**Sequential cells coloured by netlist name**

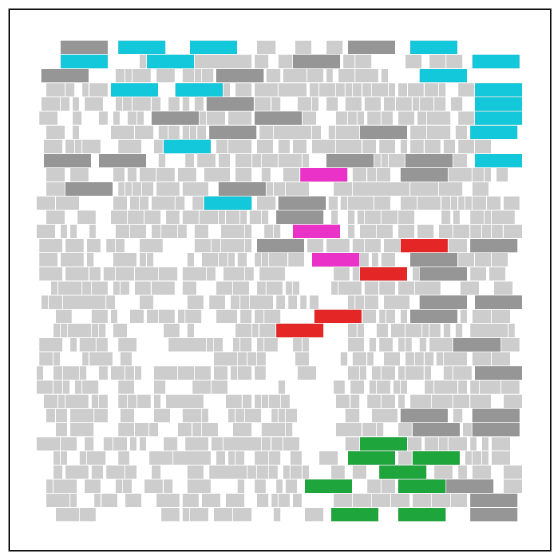
**Placement view**

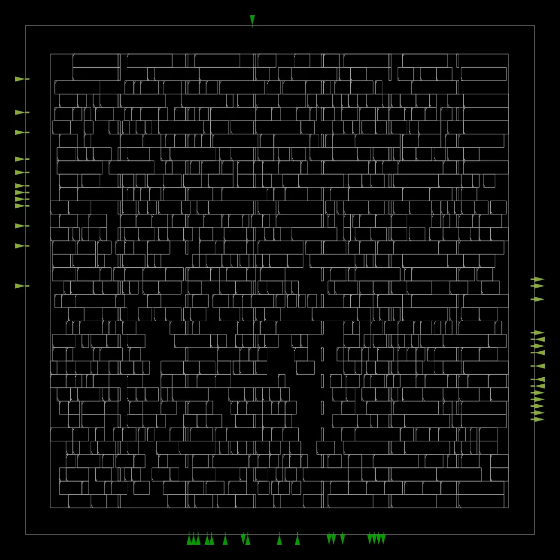
**Zoomed window**

Scale bar: 20 um. Window x 1 to 51, y 1 to 51 um. Cells in grey, sequential cells in the stronger grey; small squares are vias.
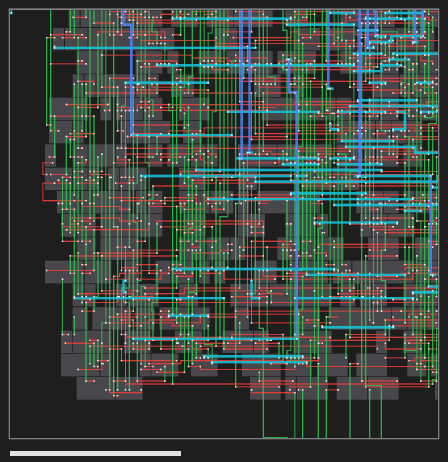
**Wiring heat map**

Scale bar: 20 um. The die is cut into 21 by 21 equal tiles; black is low, pale yellow is high, scaled to the fullest tile. Values are wire area over tile area, all layers added.
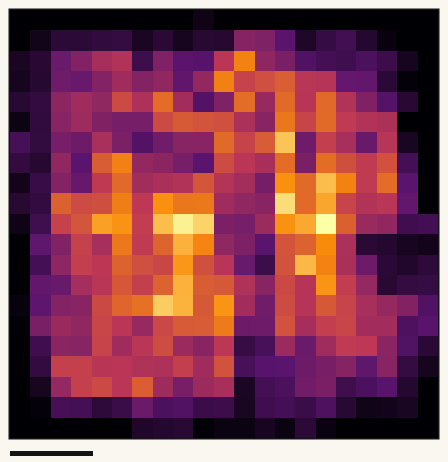
**Cells coloured by class**

Fill, decap, tap and diode cells in grey.
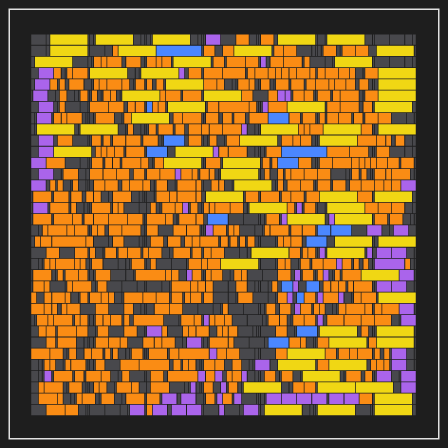
[config.mk]
export PLATFORM = sky130hd
export DESIGN_NAME = alu_exec_8
export DESIGN_NICKNAME = d
export VERILOG_FILES = /design/src/rtl/alu_exec_8.sv
export SDC_FILE = /design/constraint.sdc
export NUM_CORES = 1
export LEC_CHECK = 0
export ABC_CLOCK_PERIOD_IN_PS = 7800
export CAP_MARGIN = 20
export CORE_MARGIN = 5
export CORE_UTILIZATION = 65
export CTS_CLUSTER_DIAMETER = 80
export DETAILED_ROUTE_END_ITERATION = 10
export GPL_TIMING_DRIVEN = 0
export HOLD_SLACK_MARGIN = 0.03
export PLACE_DENSITY = 0.91
export SYNTH_ARGS = -nofsm -noshare
export SYNTH_HDL_FRONTEND = slang
export SYNTH_SLANG_ARGS = --single-unit
[constraint.sdc]
create_clock -name clk -period 7.8 [get_ports clk]
set_input_delay 0.78 -clock clk [delete_from_list [all_inputs] [get_ports clk]]
set_output_delay 0.78 -clock clk [all_outputs]
set_load 0.01 [all_outputs]
[src/rtl/alu_exec_8.sv]
// alu_exec_8: 8-bit ALU execute stage with register-file writeback and an 8-cycle shift-add multiplier.
// Ports: clk, rst (async, active-high); issue_valid/issue_ready handshake with op, src_a, src_b, dst;
// writeback wb_en/wb_addr/wb_data; registered flags {Z,C,N,V}.
module alu_exec_8 (
  input  logic       clk,
  input  logic       rst,
  input  logic       issue_valid,
  output logic       issue_ready,
  input  logic [3:0] op,
  input  logic [7:0] src_a,
  input  logic [7:0] src_b,
  input  logic [3:0] dst,
  output logic       wb_en,
  output logic [3:0] wb_addr,
  output logic [7:0] wb_data,
  output logic [3:0] flags
);
  localparam logic [1:0] IDLE = 2'd0, MUL_RUN = 2'd1, WB_LO = 2'd2, WB_HI = 2'd3;
  logic [1:0]  state;
  logic [15:0] mul_a, acc, acc_next;
  logic [7:0]  mul_b;
  logic [2:0]  cnt;
  logic [3:0]  mul_dst;
  logic [8:0]  s9;
  logic [7:0]  res;
  logic        c_out, v_out, cin, take;
  assign cin = flags[2];
  assign issue_ready = (state == IDLE) || (state == WB_HI);
  assign take = issue_valid && issue_ready;
  assign acc_next = acc + (mul_b[0] ? mul_a : 16'd0);
  always_comb begin
    s9 = 9'd0;
    res = 8'd0;
    c_out = 1'b0;
    v_out = 1'b0;
    case (op)
      4'd0, 4'd1: begin
        s9 = {1'b0, src_a} + {1'b0, src_b} + {8'd0, op == 4'd1 && cin};
        res = s9[7:0];
        c_out = s9[8];
        v_out = (src_a[7] == src_b[7]) && (res[7] != src_a[7]);
      end
      // s9[8] of the 9-bit difference is the borrow
      4'd2, 4'd3, 4'd12: begin
        s9 = {1'b0, src_a} - {1'b0, src_b} - {8'd0, op == 4'd3 && cin};
        res = s9[7:0];
        c_out = s9[8];
        v_out = (src_a[7] != src_b[7]) && (res[7] != src_a[7]);
      end
      4'd4: res = src_a & src_b;
      4'd5: res = src_a | src_b;
      4'd6: res = src_a ^ src_b;
      4'd7: res = ~src_a;
      4'd8: begin
        res = {src_a[6:0], 1'b0};
        c_out = src_a[7];
      end
      4'd9: begin
        res = {1'b0, src_a[7:1]};
        c_out = src_a[0];
      end
      4'd10: begin
        res = {src_a[6:0], cin};
        c_out = src_a[7];
      end
      4'd11: res = src_b;
      4'd13: begin
        res = src_a + 8'd1;
        c_out = cin;
        v_out = src_a == 8'h7F;
      end
      4'd14: begin
        res = src_a - 8'd1;
        c_out = cin;
        v_out = src_a == 8'h80;
      end
      default: res = 8'd0;
    endcase
  end
  always_ff @(posedge clk or posedge rst) begin
    if (rst) begin
      state <= IDLE;
      wb_en <= 1'b0;
      wb_addr <= 4'd0;
      wb_data <= 8'd0;
      flags <= 4'd0;
      mul_a <= 16'd0;
      mul_b <= 8'd0;
      acc <= 16'd0;
      cnt <= 3'd0;
      mul_dst <= 4'd0;
    end else begin
      wb_en <= 1'b0;
      case (state)
        MUL_RUN: begin
          acc <= acc_next;
          mul_a <= mul_a << 1;
          mul_b <= mul_b >> 1;
          cnt <= cnt + 3'd1;
          // last partial product is folded in on the same edge the low byte is written
          if (cnt == 3'd7) begin
            state <= WB_LO;
            wb_en <= 1'b1;
            wb_addr <= mul_dst;
            wb_data <= acc_next[7:0];
            flags <= {acc_next == 16'd0, |acc_next[15:8], acc_next[15], 1'b0};
          end
        end
        WB_LO: begin
          state <= WB_HI;
          wb_en <= 1'b1;
          wb_addr <= mul_dst + 4'd1;
          wb_data <= acc[15:8];
        end
        default: begin
          state <= IDLE;
          if (take) begin
            if (op == 4'd15) begin
              state <= MUL_RUN;
              mul_a <= {8'd0, src_a};
              mul_b <= src_b;
              acc <= 16'd0;
              cnt <= 3'd0;
              mul_dst <= dst;
            end else begin
              wb_en <= op != 4'd12;
              wb_addr <= dst;
              wb_data <= res;
              flags <= {res == 8'd0, c_out, res[7], v_out};
            end
          end
        end
      endcase
    end
  end
endmodule

==> flow_summary.rst <==
Implementation results
======================

.. list-table::
   :header-rows: 1

   * - Metric
     - Value
   * - Via count of the first global-routing pass
     - about 5,400
   * - Startpoint of the lowest-slack register-to-register path
     - mul_b[0]$_DFFE_PP0P_
   * - Number of non-clock buffers in the layout
     - approximately 80
   * - Result of the run
     - finished clean
   * - Total gr overflow
     - 0
   * - Flops after synth
     - about 66
   * - Arrival time worst endpoint
     - approximately 4900 ps
   * - Warning total across the stage logs
     - roughly 42
   * - Count of cells resized by post-cts repair
     - 0
   * - Crit. path cell count
     - 14
   * - Largest net degree at the start of global routing
     - 37
   * - Total number of nets in the final design
     - approximately 790
   * - Port Buf Inserts
     - around 43
   * - Crit path launch type
     - primary input
   * - Placed Cells incl. Taps
     - 793
   * - Placed wire-length estimate after detailed placement
     - ~13,000 um
   * - Final count of negative-setup-slack endpoints
     - 0
   * - Insertion Delay late pin
     - approximately 350 ps
   * - Count of buffer and inverter cells on the critical path
     - 2
   * - Fraction of registers with async set or reset after synthesis
     - 1.00
   * - Largest stage delay on the critical path
     - between 500 and 600 ps
   * - Die outline area
     - 0.0108 mm2
Notes on 'sequential cells coloured by netlist name' above:
| netlist name | colour | flops |
|---|---|---|
| `mul_a` | cyan | 16 |
| `cnt` | magenta | 3 |
| `flags` | red | 4 |
| `wb_data` | green | 8 |

Notes on 'placement view' above:
Final Util: 0.754
core footprint: 0.00864 mm2
tapcells inserted: 108

Notes on 'zoomed window' above:
| layer | colour |
|---|---|
| metal 2 | green |
| metal 4 | blue |
| metal 3 | cyan |
| metal 1 | red |
most frequent: ha_1 (21), inv_1 (18), nor2_1 (16)
cells with their middle in the window: 191
sequential cells in the window: 0

Notes on 'wiring heat map' above:
nearly empty tiles: 13%
mean over tiles: 0.27
tiles over half the peak: 27%
fullest tile: 0.79
densest ninth of the die: centre

Notes on 'cells coloured by class' above:
| class | colour | cells |
|---|---|---|
| clock drivers and dummy loads | blue | 16 |
| other buffers and delay cells | purple | 80 |
| combinational and other logic | orange | 539 |
| flops | yellow | 66 |

## stage by stage
step                      instance area, um2  setup slack (ps)  hold slack [ps]   util
after floorplan                         5710              4180              450      -
after global placement                  6280              2880              464  0.727
after detailed placement                6300              2850              469  0.729
after CTS                               6520              3220              488  0.754
after global routing                    6520              2960              501  0.754
final                                   6520              3150              489  0.754
## layer usage
layer  global-route usage  up-vias  routed length (um)
li1                     -     2498                   -
met1                0.415     2659                6970
met2                0.539      344                8370
met3               0.0479       56                1500
met4                0.110        0                 544
met5                    0        -                   0
## report_power, final
part / leakage [uW] / internal (uW) / switching [uW]
Combinational: 0.00198 / 452 / 653
Clock: 0.000107 / 181 / 148
Sequential: 0.000855 / 480 / 106
Total: 0.00295 / 1110 / 906
## cell usage in the layout (no fill, tap or decap), types with 12 or more instances in the layout
master and n:
sky130_fd_sc_hd__a21oi_1 28, sky130_fd_sc_hd__xor2_1 14, sky130_fd_sc_hd__clkdlybuf4s50_1 43, sky130_fd_sc_hd__a21o_1 18, sky130_fd_sc_hd__nor3_1 18, sky130_fd_sc_hd__mux2i_1 21
sky130_fd_sc_hd__a22o_1 25, sky130_fd_sc_hd__ha_1 56, sky130_fd_sc_hd__o21ai_0 38, sky130_fd_sc_hd__a211oi_1 16, sky130_fd_sc_hd__a221oi_1 12, sky130_fd_sc_hd__nor2_1 40
sky130_fd_sc_hd__nand2_1 42, sky130_fd_sc_hd__clkbuf_1 26, sky130_fd_sc_hd__inv_1 33, sky130_fd_sc_hd__xnor2_1 19, sky130_fd_sc_hd__dfrtp_1 66, sky130_fd_sc_hd__and2_1 18
## flip-flops by register name, indices dropped and copies added, names as in the netlist
register  count
mul_a        16
mul_b         8
wb_en         1
flags         4
mul_dst       4
wb_addr       4
state         2
acc          16
cnt           3
wb_data       8
No activity file was given, so power comes from the tool's default toggle rates.
